**Run 1: gate-type map**

Bar = 20 µm.
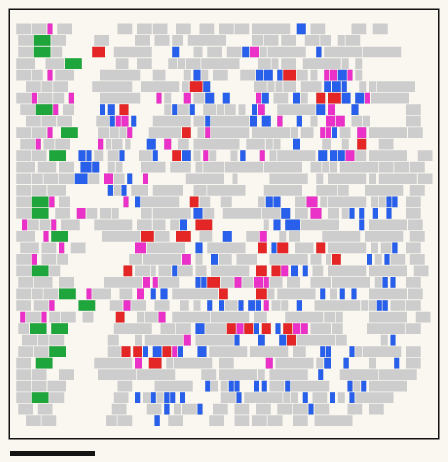
**Run 1: routed metal per tile**

20 x 20 tiles, from black (low) to pale yellow (high), scaled to the fullest tile. Values are wire area over tile area, all layers added.
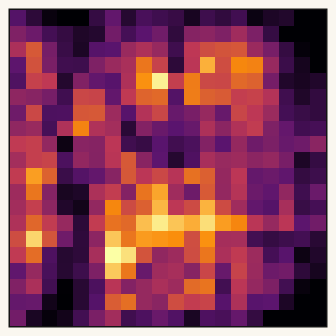
**Run 1: clock network drawn from the DEF**

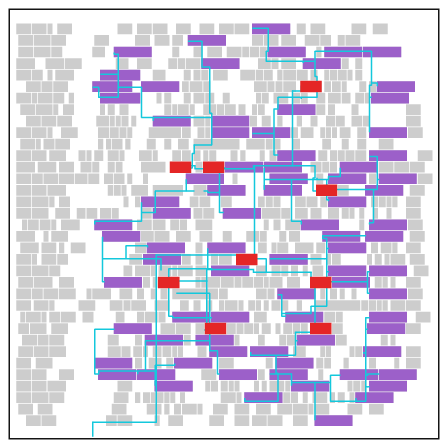
$ cat src/rtl/rc4_key_search_ctrl.sv
// rtl/rc4_key_search_ctrl.sv - key-range sequencer for one RC4 init/shuffle/decrypt core
module rc4_key_search_ctrl #(
    parameter logic [23:0] KEY_START = 24'h000000,
    parameter logic [23:0] KEY_END   = 24'h3FFFFF,
    parameter logic [23:0] KEY_STEP  = 24'd1
) (
    input  logic        CLOCK_50,
    input  logic        reset_n,
    input  logic        start,
    input  logic        stop,
    input  logic        init_done,
    input  logic        shuffle_done,
    input  logic        decrypt_done,
    input  logic        decrypt_pass,
    input  logic [7:0]  init_addr,
    input  logic [7:0]  init_data,
    input  logic        init_we,
    input  logic [7:0]  shuf_addr,
    input  logic [7:0]  shuf_data,
    input  logic        shuf_we,
    input  logic [7:0]  dec_addr,
    input  logic [7:0]  dec_data,
    input  logic        dec_we,
    output logic [7:0]  s_addr,
    output logic [7:0]  s_data,
    output logic        s_wren,
    output logic        init_rst,
    output logic        shuffle_rst,
    output logic        decrypt_rst,
    output logic [23:0] secret_key,
    output logic        busy,
    output logic        found,
    output logic        exhausted,
    output logic [23:0] found_key,
    output logic [23:0] keys_tried
);

    typedef enum logic [2:0] {
        IDLE, INIT_RUN, SHUF_RUN, DEC_RUN, NEXT_KEY, FOUND, EXHAUSTED, ABORTED
    } state_t;

    state_t      state;
    state_t      state_nx;
    logic [24:0] key_sum;
    logic        key_last;
    logic        idle_like;

    // 25-bit sum so a wrap past 24'hFFFFFF is seen as the end of the range
    assign key_sum   = {1'b0, secret_key} + {1'b0, KEY_STEP};
    assign key_last  = key_sum[24] || (key_sum[23:0] > KEY_END);
    assign idle_like = (state == IDLE) || (state == FOUND) ||
                       (state == EXHAUSTED) || (state == ABORTED);

    always_comb begin
        state_nx = state;
        case (state)
            INIT_RUN: begin
                if (stop)           state_nx = ABORTED;
                else if (init_done) state_nx = SHUF_RUN;
            end
            SHUF_RUN: begin
                if (stop)              state_nx = ABORTED;
                else if (shuffle_done) state_nx = DEC_RUN;
            end
            DEC_RUN: begin
                if (stop)              state_nx = ABORTED;
                else if (decrypt_done) state_nx = decrypt_pass ? FOUND : NEXT_KEY;
            end
            NEXT_KEY: begin
                if (stop)          state_nx = ABORTED;
                else if (key_last) state_nx = EXHAUSTED;
                else               state_nx = INIT_RUN;
            end
            default: begin
                if (start) state_nx = INIT_RUN;
            end
        endcase
    end

    always_ff @(posedge CLOCK_50 or negedge reset_n) begin
        if (!reset_n) begin
            state       <= IDLE;
            init_rst    <= 1'b1;
            shuffle_rst <= 1'b1;
            decrypt_rst <= 1'b1;
            secret_key  <= KEY_START;
            busy        <= 1'b0;
            found       <= 1'b0;
            exhausted   <= 1'b0;
            found_key   <= 24'h000000;
            keys_tried  <= 24'h000000;
        end else begin
            state       <= state_nx;
            init_rst    <= (state_nx != INIT_RUN);
            shuffle_rst <= (state_nx != SHUF_RUN);
            decrypt_rst <= (state_nx != DEC_RUN);
            busy        <= (state_nx == INIT_RUN) || (state_nx == SHUF_RUN) ||
                           (state_nx == DEC_RUN)  || (state_nx == NEXT_KEY);

            if (idle_like && start) begin
                secret_key <= KEY_START;
                keys_tried <= 24'h000000;
                found      <= 1'b0;
                exhausted  <= 1'b0;
                found_key  <= 24'h000000;
            end

            if (state == DEC_RUN && (state_nx == FOUND || state_nx == NEXT_KEY)) begin
                if (keys_tried != 24'hFFFFFF) keys_tried <= keys_tried + 24'd1;
                if (state_nx == FOUND) begin
                    found     <= 1'b1;
                    found_key <= secret_key;
                end
            end

            if (state == NEXT_KEY) begin
                if (state_nx == EXHAUSTED) exhausted  <= 1'b1;
                if (state_nx == INIT_RUN)  secret_key <= key_sum[23:0];
            end
        end
    end

    // S-memory goes to whichever engine owns the current state
    always_comb begin
        s_addr = 8'h00;
        s_data = 8'h00;
        s_wren = 1'b0;
        case (state)
            INIT_RUN: begin
                s_addr = init_addr;
                s_data = init_data;
                s_wren = init_we;
            end
            SHUF_RUN: begin
                s_addr = shuf_addr;
                s_data = shuf_data;
                s_wren = shuf_we;
            end
            DEC_RUN: begin
                s_addr = dec_addr;
                s_data = dec_data;
                s_wren = dec_we;
            end
            default: ;
        endcase
    end

endmodule
$ cat config.mk
export PLATFORM = sky130hd
export DESIGN_NAME = rc4_key_search_ctrl
export DESIGN_NICKNAME = d
export VERILOG_FILES = /design/src/rtl/rc4_key_search_ctrl.sv
export SDC_FILE = /design/constraint.sdc
export NUM_CORES = 1
export LEC_CHECK = 0
export CORE_UTILIZATION = 46
export DETAILED_ROUTE_END_ITERATION = 10
export PLACE_DENSITY = 0.81
export SYNTH_ARGS = -nofsm -noshare
export SYNTH_HDL_FRONTEND = slang
export SYNTH_SLANG_ARGS = --single-unit
$ cat constraint.sdc
create_clock -name CLOCK_50 -period 3.03 [get_ports CLOCK_50]
set_clock_uncertainty 0.15 [all_clocks]
set_input_delay 0.606 -clock CLOCK_50 [delete_from_list [all_inputs] [get_ports CLOCK_50]]
set_output_delay 0.606 -clock CLOCK_50 [all_outputs]
set_load 0.02 [all_outputs]
==> summary.txt, run 1 <==
run metrics: worst-margin pin slew=0.9976 ns, Net Switching=1380 µW, Hold Path Class=input pin to async pin, status=finished clean, pwr/cell area=575.6 mW/mm², P&R area growth vs syn=44.51%, Main synth FF type=dfrtp_1, EDFF count, synth=0, H-tree levels=3, vias in the first global route=4325, Inserted Clock Buffers=9, Synth Instances=520, cycle use final=0.9624, CP startpoint kind=flop, sequential power=1230 µW, Synth Cell Area=0.004512 mm², Setup Buffers After CTS=0, first-pass GRT wire length=20630 µm, port bufs=153, global route total overflow=0, critical path endpoint=s_data[6], P_leak=0.002902 µW, initial antenna violation count=0, filler instances=753, Util after Layout=0.6957, crit-path leading delay family=buffers and inverters, Sw Share=0.3676, setup violators final=0, clock sink total=81, Crit path largest cell delay=0.63 ns, Reg2Reg Depth=7, slew margin rel.=0.3349, Ports=154, Post-DRT Antenna Nets=0, clock transition at the registers of the reported paths=0.08 ns, Post-CTS Hold Fix Bufs=0, FFs w/ async S/R, synth=1.000, tool warnings=28, Synth Warn #=0, post-synth cell types=49, die height=101.0 µm, crit path from=state[1], pin count of the biggest net entering global routing=82, clock buffer depth=2, FP Rows=35, Worst R2R Setup Slack=0.24 ns, Yosys chip area=0.004512 mm², die area=0.01021 mm², crit path buf inv count=3, Root Buffer=clkbuf_8, Die X=101.0 µm, placer congestion estimate=0.8231, post_cts resized=1, drt via density=5.680, Detailed Route WL=12780 µm, core area=0.009371 mm², Max Transition Viols Final=0, comb pwr=1570 µW, DR iter-0 viols=253, Clock power frac=0.252, DRT Pass-1 Iters=5, post-synth net total=582, crit path max fanout=30, kind of critical path=flop to primary output, TritonCTS clock tree=done, post-DP HPWL=8960 µm, Post-Syn Area per Cell=8.677 µm², ys cells=520, Worst Path Arrival=2.16 ns, Critical Path Slowest Stage Cell=clkdlybuf4s50_1, Worst VDD drop=0.4438 mV, via count=4567, Setup crit end kind=primary output, worst path cell trace=buf_6 > nor2b_1 > buf_4 > a22oi_1 > nor2_1 > clkdlybuf4s50_1, Post-synth seq share=0.4501, layout net count=732, Final Hold Viols=0, unrepaired setup endpoints after global routing=no, Worst R2R Start=secret_key[0], max_cap viols=0, Initial Util=0.4814, WP depth=6, Internal Power=2373 µW, CP Data Required Time=2.27 ns, Comb pwr share=0.420, Achievable Freq=342.9 MHz, DRC=0, Top Consumer=combinational logic, reg2reg end=secret_key[9], Synth Register Bits=81, crit path time final=2.916 ns, sequential share of power=0.329, share of cells above drive strength 1=0.09630, ant diodes=0, Setup TNS=0 ns
-- 'gate-type map' (at the start) --
[blue] NAND gates | cells: 131 | most used: nand2_1
[green] multiplexers | cells: 17 | most used: mux2_2
[red] AND and OR gates | cells: 33 | most used: and3_1
[magenta] NOR gates | cells: 68 | most used: nor2_1
Final Instance Count excl. Fillers: 804
most frequent logic cell in the layout: clkdlybuf4s50_1
logic share of the area: 0.3575

-- 'routed metal per tile' (at the start) --
nearly empty tiles: 5.0%
densest ninth of the die: south
mean over tiles: 0.20
fullest tile: 0.55
tiles over half the peak: 26%
wire length per cell: 15.89 µm
GRT Util Overall: 0.2580

-- 'clock network drawn from the DEF' (at the start) --
[red] cells driving clock nets | count: 9
[purple] flip-flops | count: 81
[cyan] clock wires | length: 922 µm
routed clock nets: 10
Clock Latency Late Sink: 0.35 ns
clk pwr: 944 µW

-- run 1: through the flow --
step	worst slack [ns]	std cells	instance area, µm²	power (µW)	hold WS, ns
global placement	0.1751	788	6243	2804	0.3083
CTS	0.05059	804	6489	3803	0.3112
finish	0.1141	804	6520	3753	0.2764
detailed placement	0.1765	788	6243	2848	0.3162
floorplan	0.06526	520	4512	2205	0.1604
global route	0.01201	804	6520	3964	0.3474
-- run 1: state kept, by name, indices dropped and copies added, names as in the netlist --
name	cells
found_key	24
keys_tried	24
found	1
init_rst	1
state	3
busy	1
decrypt_rst	1
exhausted	1
shuffle_rst	1
secret_key	24
-- run 1: per-layer routing --
layer  GRT usage  routed length (µm)
met4     0.08919                 163
met5           0                   0
met3     0.05062                 751
met2      0.4352                6507
met1      0.3313                5353
-- run 1: final cells by class --
cell class                 count  area [µm²]  area share
multi-input combinational    398        2331      0.3575
sequential                    81        2031      0.3115
timing repair buffer         174        1733      0.2658
tap                          129       161.4     0.02476
clock buffer                   9       123.9     0.01900
clock inverter                 7       117.6     0.01804
inverter                       6       22.52    0.003454
-- run 1: Yosys cell counts (2+ instances only) --
cell type,n,area (µm²)
nand2_1,81,304.0
dfrtp_1,78,1952
o21ai_0,64,320.3
nor2_1,37,138.9
nand3_1,29,145.1
clkbuf_1,23,86.33
a22oi_1,19,142.6
nor3_1,19,95.09
mux2_2,17,191.4
and3_1,16,100.1
a211o_1,12,105.1
o31ai_1,12,90.09
nand4_1,11,68.82
a21oi_1,9,45.04
a31oi_1,7,43.79
and4_1,7,61.31
nand2b_1,7,43.79
nor2b_1,7,43.79
buf_2,6,30.03
inv_1,6,22.52
xor2_1,5,43.79
and2_1,4,25.02
buf_1,4,15.01
a221o_1,3,30.03
dfstp_2,3,78.83
ha_1,3,37.54
nor3b_1,3,22.52
or4_1,3,22.52
a21o_1,2,15.01
a22o_1,2,17.52
buf_6,2,22.52
nor4_1,2,12.51
-- run 1: logic make-up after synthesis --
| family | after synthesis | share of synthesized area |
|---|---|---|
| AND/OR/NAND/NOR | 232 | 0.2518 |
| buffers and inverters | 41 | 0.03910 |
| multiplexers | 17 | 0.04243 |
| XOR/XNOR | 6 | 0.01165 |
| adder cells (fa/ha/maj) | 3 | 0.008320 |
| AND-OR/OR-AND | 140 | 0.1966 |
| flip-flops | 81 | 0.4501 |
-- run 1: cell usage in the layout, fill, tap and decap left out, types with 3 or more instances in the layout --
master           count
nor3b_1              3
and3_1              16
dfrtp_1             78
nand3_1             29
nand2_1             81
nor3_1              19
bufinv_16            3
buf_4               20
and4_1               6
xor2_1               5
a211o_1             12
a22oi_1             19
o31ai_1             11
dlymetal6s2s_1      12
a31oi_1              7
o21ai_0             64
and2_1               4
nand4_1             11
inv_1                6
a221o_1              3
a21oi_1              8
mux2_2              17
nor2_1              37
ha_1                 3
clkdlybuf4s50_1    140
dfstp_2              3
clkbuf_8             9
nand2b_1             7
nor2b_1              7
or4_1                3
--- run 2 (diff from run 1) ---
Settings changed: CTS_CLUSTER_DIAMETER from default to 100.
**Run 2: cell outlines without signal wires**

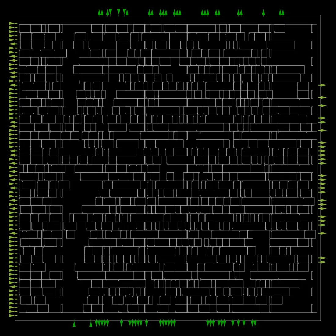
Util after Layout: 0.6957
FP Rows: 35
registers: 81

==> summary.txt, run 2 <==
run metrics: core area=0.009371 mm² (unchanged), via count=4567 (unchanged), layout net count=732 (unchanged), Design Power=3753 µW (unchanged), DRT Pass-1 Iters=5 (unchanged), vias in the first global route=4325 (unchanged), P&R area growth vs syn=44.51% (unchanged), TritonCTS clock tree=done, Initial Util=0.4814 (unchanged), Detailed Route WL=12780 µm (unchanged), port bufs=153 (unchanged), Setup crit end kind=primary output, max_cap viols=0 (unchanged), die area=0.01021 mm² (unchanged), slew margin rel.=0.3349 (unchanged), die height=101.0 µm (unchanged), tool warnings=28 (unchanged), crit path time final=2.916 ns (unchanged), Hold Path Class=input pin to async pin, Top Layout Cells=clkdlybuf4s50_1, nand2_1, dfrtp_1, most frequent logic cell in the layout=clkdlybuf4s50_1, wire length per cell=15.89 µm (unchanged), setup violators final=0 (unchanged), clock transition at the registers of the reported paths=0.08 ns (about the same), Worst Path Arrival=2.16 ns (about the same), Post-synth seq share=0.4501 (unchanged), placer congestion estimate=0.8231 (unchanged), drt via density=5.680 (unchanged), Clock Latency Late Sink=0.35 ns (about the same), Achievable Freq=342.9 MHz (unchanged), placed insts=788 (unchanged), Synth area leader=dfrtp_1, Post-Syn Area per Cell=8.677 µm² (unchanged), Inserted Clock Buffers=9 (unchanged), DRC=0 (unchanged), Largest cells by area=dfrtp_1, o21ai_0, nand2_1, status=finished clean, Synth Instances=520 (unchanged), Post-CTS Hold Fix Bufs=0 (unchanged), post-synth cell types=49 (unchanged), EDFF count, synth=0 (unchanged), CP startpoint kind=flop, largest registers=found_key: 24 flops, keys_tried: 24 flops, secret_key: 24 flops, clock buffer depth=2 (unchanged), Final Hold Viols=0 (unchanged), cycle use final=0.9624 (unchanged), Setup TNS=0 ns (unchanged), initial antenna violation count=0 (unchanged), Max Transition Viols Final=0 (unchanged), H-tree levels=3 (unchanged), Root Buffer=clkbuf_8, ant diodes=0 (unchanged), Final Instance Count excl. Fillers=804 (unchanged), ys cells=520 (unchanged), Reg2Reg Depth=7 (unchanged), Post-DRT Antenna Nets=0 (unchanged), GRT Util Overall=0.2580 (unchanged), most popular library cell in the synthesized design by count=nand2_1, clock sink total=81 (unchanged), Setup Buffers After CTS=0 (unchanged), post-synth net total=582 (unchanged), Worst VDD drop=0.4438 mV (unchanged), pin count of the biggest net entering global routing=82 (unchanged), unrepaired setup endpoints after global routing=no, worst-margin pin slew=0.9976 ns (unchanged), top cells by count=nand2_1, dfrtp_1, o21ai_0, nor2_1, nand3_1, CP Data Required Time=2.27 ns (about the same), share of cells above drive strength 1=0.09630 (unchanged), P_leak=0.002902 µW (unchanged), DR iter-0 viols=253 (unchanged), Synth Cell Area=0.004512 mm² (unchanged), Synth Register Bits=81 (unchanged), post-DP HPWL=8960 µm (unchanged), global route total overflow=0 (unchanged)
## run 2: cell counts after synthesis
No cell type changed its count.
## run 2: critical path, cell delays in order (launching register included)
cell	delay [ns]
dfrtp_1	0.35
buf_6	0.24
nor2b_1	0.16
buf_4	0.22
a22oi_1	0.11
nor2_1	0.09
clkdlybuf4s50_1	0.63
## run 2: logic make-up (layout without fill, tap and decap cells)
kind of cell / Yosys count / after routing / synth area share
compound gates: 140 / 140 / 0.1966
mux: 17 / 17 / 0.04243
buf+inv: 41 / 196 / 0.03910
xor+xnor: 6 / 6 / 0.01165
fa+ha+maj: 3 / 3 / 0.008320
flops: 81 / 81 / 0.4501
simple gates: 232 / 232 / 0.2518
## run 2: stage by stage
| stage | hold slack (ns) | cell area [µm²] | worst slack [ns] |
|---|---|---|---|
| finish | 0.2764 | 6520 | 0.1141 |
| global route | 0.3474 | 6520 | 0.01201 |
| CTS | 0.3112 | 6489 | 0.05059 |
| detailed placement | 0.3162 | 6243 | 0.1765 |
| global placement | 0.3083 | 6243 | 0.1751 |
| floorplan | 0.1604 | 4512 | 0.06526 |
## run 2: power by group
part           internal [µW]  switching (µW)
sequential              1150            82.4
clock                    549             395
combinational            673             902
total                   2370            1380
## run 2: path summary, 6_finish.rpt
kind,start,end,slack [ns]
min reg2reg,found,found,0.33
max reg2reg,secret_key[0],secret_key[9],0.24
max in group asynchronous,reset_n,keys_tried[15],1.82
min,reset_n,secret_key[13],0.28
max,state[1],s_data[6],0.11
min in group CLOCK_50,found,found,0.33
## run 2: layer usage
metal  GRT usage  vias to the layer above  share of wire
li1            -                     2193              -
met1      0.3313                     2183           0.42
met2      0.4352                      174           0.51
met3     0.05062                       17          0.059
met4     0.08919                        0          0.013
met5           0                        -              0
## run 2: area by class of cell
type                            count  area [µm²]
Clock buffer                        9       123.9
Clock inverter                      7       117.6
Fill cell                         753        2851
Inverter                            6       22.52
Multi-Input combinational cell    398        2331
Sequential cell                    81        2031
Tap cell                          129       161.4
Timing Repair Buffer              174        1733
## run 2: what timing repair did
| item | in CTS | in global routing |
|---|---|---|
| pin swaps | 0 | 0 |
| resized | 1 | 13 |
| endpoints found under the setup margin | 2 | 13 |
Power and IR drop assume default switching activity.
